sizes.png
(6 px per um)
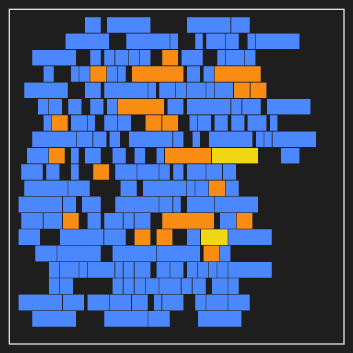
congestion.png
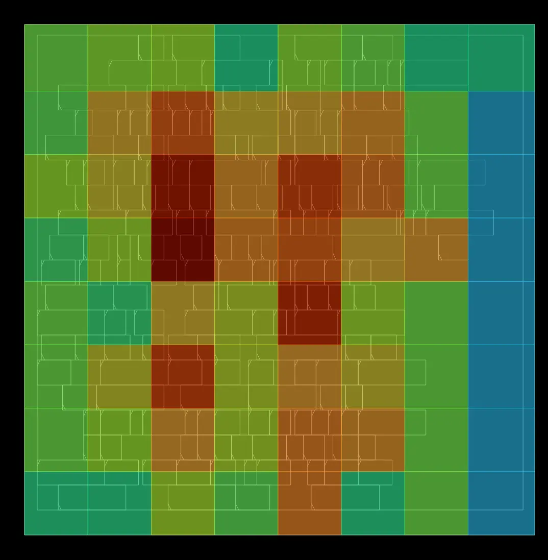
placement_by_type.png
(6 px per um)
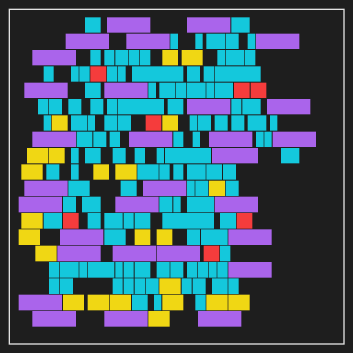
detail.png
Window x 1 to 26, y 29 to 54 um. Cells in gray, sequential cells in the stronger gray; small squares are vias.
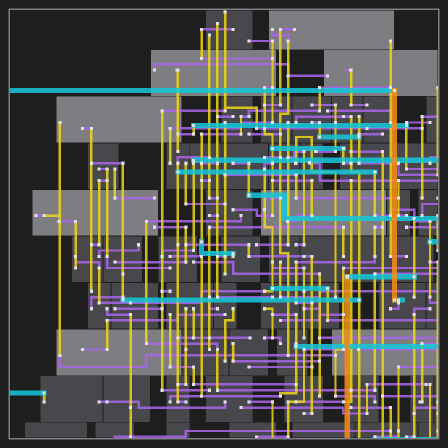
layer_met1.png
(8 px per um)
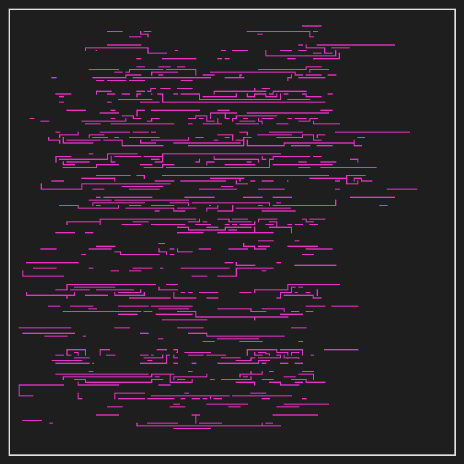
--- config.mk ---
export PLATFORM = sky130hd
export DESIGN_NAME = key_conditioner
export DESIGN_NICKNAME = d
export VERILOG_FILES = /design/src/rtl/key_conditioner.sv
export SDC_FILE = /design/constraint.sdc
export NUM_CORES = 1
export LEC_CHECK = 0
export CORE_MARGIN = 1
export CORE_UTILIZATION = 50
export CTS_BUF_LIST = sky130_fd_sc_hd__clkbuf_4 sky130_fd_sc_hd__clkbuf_8
export CTS_CLUSTER_DIAMETER = 150
export CTS_CLUSTER_SIZE = 25
export DETAILED_ROUTE_END_ITERATION = 10
export PLACE_DENSITY = 0.82
export REMOVE_ABC_BUFFERS = 1
export SLEW_MARGIN = 25
export SYNTH_ARGS = -nofsm -noshare
export SYNTH_HDL_FRONTEND = slang
export SYNTH_SLANG_ARGS = --single-unit
--- constraint.sdc ---
create_clock -name Clock -period 1.9 [get_ports Clock]
set_input_delay 0.19 -clock Clock [delete_from_list [all_inputs] [get_ports Clock]]
set_output_delay 0.19 -clock Clock [all_outputs]
set_load 0.02 [all_outputs]
--- src/rtl/key_conditioner.sv ---
// Push-button conditioner: two-flop synchronizer, debounce FSM, press/release
// pulses and a wrapping count of accepted presses.
module key_conditioner #(
    parameter int DEBOUNCE_CYCLES = 4,
    parameter int CNT_W           = 16
) (
    input  logic       Clock,
    input  logic       Reset,
    input  logic       Key,
    output logic       w,
    output logic       w_press,
    output logic       w_release,
    output logic [7:0] press_count,
    output logic [1:0] state
);

    typedef enum logic [1:0] {
        IDLE         = 2'b00,
        PRESS_WAIT   = 2'b01,
        PRESSED      = 2'b10,
        RELEASE_WAIT = 2'b11
    } state_t;

    localparam logic [CNT_W-1:0] CNT_LAST = CNT_W'(DEBOUNCE_CYCLES - 1);

    logic [1:0]       sync_reg;
    logic             s2;
    state_t           state_reg;
    logic [CNT_W-1:0] cnt_reg;
    logic             press_reg;
    logic             release_reg;
    logic [7:0]       count_reg;

    // Synchronizer chain: stage 0 samples the raw pin, stage 1 is the only
    // copy the FSM ever looks at.
    genvar gi;
    generate
        for (gi = 0; gi < 2; gi++) begin : g_sync
            logic stage_in;
            if (gi == 0) begin : g_first
                assign stage_in = Key;
            end else begin : g_rest
                assign stage_in = sync_reg[gi-1];
            end
            always_ff @(posedge Clock) begin
                if (Reset) begin
                    sync_reg[gi] <= 1'b0;
                end else begin
                    sync_reg[gi] <= stage_in;
                end
            end
        end
    endgenerate

    assign s2 = sync_reg[1];

    always_ff @(posedge Clock) begin
        if (Reset) begin
            state_reg   <= IDLE;
            cnt_reg     <= '0;
            press_reg   <= 1'b0;
            release_reg <= 1'b0;
            count_reg   <= 8'd0;
        end else begin
            press_reg   <= 1'b0;
            release_reg <= 1'b0;
            case (state_reg)
                IDLE: begin
                    if (s2) begin
                        state_reg <= PRESS_WAIT;
                        cnt_reg   <= '0;
                    end
                end
                PRESS_WAIT: begin
                    if (!s2) begin
                        state_reg <= IDLE;
                    end else if (cnt_reg == CNT_LAST) begin
                        state_reg <= PRESSED;
                        press_reg <= 1'b1;
                        count_reg <= count_reg + 8'd1;
                    end else begin
                        cnt_reg <= cnt_reg + CNT_W'(1);
                    end
                end
                PRESSED: begin
                    if (!s2) begin
                        state_reg <= RELEASE_WAIT;
                        cnt_reg   <= '0;
                    end
                end
                RELEASE_WAIT: begin
                    // A return to 1 here is release bounce: back to PRESSED silently.
                    if (s2) begin
                        state_reg <= PRESSED;
                    end else if (cnt_reg == CNT_LAST) begin
                        state_reg   <= IDLE;
                        release_reg <= 1'b1;
                    end else begin
                        cnt_reg <= cnt_reg + CNT_W'(1);
                    end
                end
                default: state_reg <= IDLE;
            endcase
        end
    end

    // Debounced level comes straight from state flops, so it cannot glitch.
    assign w           = (state_reg == PRESSED) || (state_reg == RELEASE_WAIT);
    assign w_press     = press_reg;
    assign w_release   = release_reg;
    assign press_count = count_reg;
    assign state       = state_reg;

endmodule
==> impl_metrics.json <==
{
  "grt_antenna_before_repair": 0,
  "ios": 16,
  "largest_area_cell": "dfxtp_1",
  "cts.clk_slew.worst_paths_ns": 0.09,
  "reg2reg_depth": 4,
  "top_logic_kind": "simple AND/OR/NAND/NOR gates",
  "clockBufferCount": 7,
  "drt_drc_violations_left": 0,
  "hp-start": "Key",
  "holdPathStages": 2,
  "place_area_mm2": 0.00163,
  "hold_viol": 0,
  "final.setup.tns_ns": 0,
  "top_usage_layer": "met2",
  "mi_logic_area_um2": 796,
  "drtIter0Drc": 59,
  "grt_pass1_vias": 1223,
  "clockBufferDepth": 2,
  "critPathKind": "flip-flop to flip-flop",
  "clkLatencyLatePin_ns": 0.34,
  "layout_top_cells": "29 x dfxtp_1, 15 x clkdlybuf4s50_1, 14 x a21oi_1",
  "cpPeakStageDelay_ns": 0.53,
  "first_pass_iters": 4,
  "synthArstFlopShare": 0,
  "common_cells": "30 x dfxtp_1, 14 x a21oi_1, 11 x nand2_1",
  "synthAoiAreaFrac": 0.141,
  "ys_seq_frac": 0.419,
  "h-tree-depth": 2,
  "drive_gt1_frac": 0.122,
  "nFillCells": 214,
  "cts_tree": "yes",
  "dp_slack_ns": 0.0765,
  "highest_layer": "met4",
  "xor_share": 0.0489,
  "max_slew.worst_pin.slew_ns": 0.439,
  "ys_types": 36,
  "die_w_um": 55.6,
  "edf_count": 0,
  "grt_pass1_wl_um": 5360,
  "ys_ff": 30,
  "grt_use_met3": 0.0656,
  "nWellTaps": 31,
  "crit_slowest_cell": "or4_1",
  "finalClockPeriodUsage": 0.945,
  "die_y_um": 55.6,
  "r2r_end": "press_count[3]",
  "startpoint": "cnt_reg[3]",
  "drv_cap": 0,
  "met2WireLength_um": 1730,
  "status": "finished, final reports clean",
  "num-multi-input-gates": 116,
  "crit_arrival_ns": 2.07,
  "grt_max_degree": 19,
  "comb_share": 0.464,
  "holdWs_ns": 0.427,
  "yosys-stat-cells": 158,
  "cts_setup_buffers": 0,
  "crit_chain": "nor4_4, nand4_4, or4_1, a21oi_1",
  "r2r_setup_slack_ns": 0.10,
  "die_area_mm2": 0.00309,
  "gp_congestion": 0.907,
  "grt_remaining_overflow": 0,
  "post_drt_wl_per_cell_um": 16.2,
  "via_count": 1353,
  "cts_hold_buf": 0,
  "ys_sh_adder": 0.0175,
  "syn_area_mm2": 0.00143,
  "critPathBufInv": 0,
  "endpoint": "press_count[3]",
  "crit_fanout": 6,
  "cp-end-kind": "flip-flop",
  "min_period_ns": 1.80,
  "antenna_cells": 0,
  "drv_slew": 0,
  "lay_top_count": "dfxtp_1",
  "vias_per_cell": 6.41,
  "nNetsFinal": 185,
  "largest_reg_flops": 16,
  "num-nonclk-inverters": 4,
  "topCellsByArea": "dfxtp_1 42%, a21oi_1 4.9%, xor2_1 4.3%",
  "cts-root-buf": "clkbuf_4",
  "largest_class": "combinational gates",
  "buf_share": 0.123,
  "ys_sh_simple": 0.332,
  "top_area_frac": 0.419,
  "ys_area_mm2": 0.00143,
  "synthCells": 158,
  "clock_area_frac": 0.0307,
  "syn_to_final_growth_pct": 19.5,
  "placed_cells": 201,
  "synth.most_common_cell": "dfxtp_1",
  "detail-route-antenna-nets": 0,
  "fin_cells": 211,
  "critPathTopFamily": "simple AND/OR/NAND/NOR gates",
  "leakage_nw": 0.583,
  "cts-resized-gates": 0,
  "setup_viol": 0,
  "cts_buffers": 5,
  "finalClockSkew_ns": 0.00730,
  "flops": 30,
  "max_freq_mhz": 557
}
Notes on sizes.png above:
| color | size | cells |
|---|---|---|
| blue | _0 and _1 cells | 158 |
| orange | _3 and _4 cells | 20 |
| yellow | _2 cells | 2 |
final instance area: 0.00171 mm2
non-clock buffer count: 23

Notes on congestion.png above:
grt met1 use: 0.284
met2 Track Usage GR: 0.361

Notes on placement_by_type.png above:
| color | class | cells | share of their area |
|---|---|---|---|
| purple | sequential cells | 30 | 36% |
| yellow | remaining buffers and delay cells | 23 | 13% |
| cyan | combinational and other logic | 120 | 48% |
| red | clock drivers and dummy loads | 7 | 3.1% |
Core Box Area: 0.00273 mm2
Seq/total area: 0.351
num rows: 19
fin util: 0.627

Notes on detail.png above:
| color | layer |
|---|---|
| yellow | metal 2 |
| purple | metal 1 |
| orange | metal 4 |
| cyan | metal 3 |
most frequent: dfxtp_1 (8), a21oi_1 (5)
cells with their middle in the window: 46
netlist names of flops here include: cnt_reg (7), state (1)
sequential cells in the window: 8

Notes on layer_met1.png above:
longest straight run: 20.7 um
share of all routed wire: 40%

[cells by family after synthesis]
group	count (synthesis)
multiplexers	1
AND/OR/NAND/NOR	70
adder cells (fa/ha/maj)	2
flip-flops	30
buffers and inverters	13
XOR/XNOR	8
AND-OR/OR-AND	34
[worst min path at each step]
stage | slack (ns) | endpoint
finish | 0.43 | g_sync[1].stage_in
global route | 0.44 | g_sync[1].stage_in
CTS | 0.43 | g_sync[1].stage_in
detailed placement | 0.44 | s2
global placement | 0.42 | s2
floorplan | 0.26 | cnt_reg[0]
[power by group]
| group | total (mW) | switching [mW] | internal, mW |
|---|---|---|---|
| combinational | 0.0414 | 0.0260 | 0.0153 |
| clock | 0.385 | 0.217 | 0.168 |
| sequential | 0.633 | 0.00215 | 0.631 |
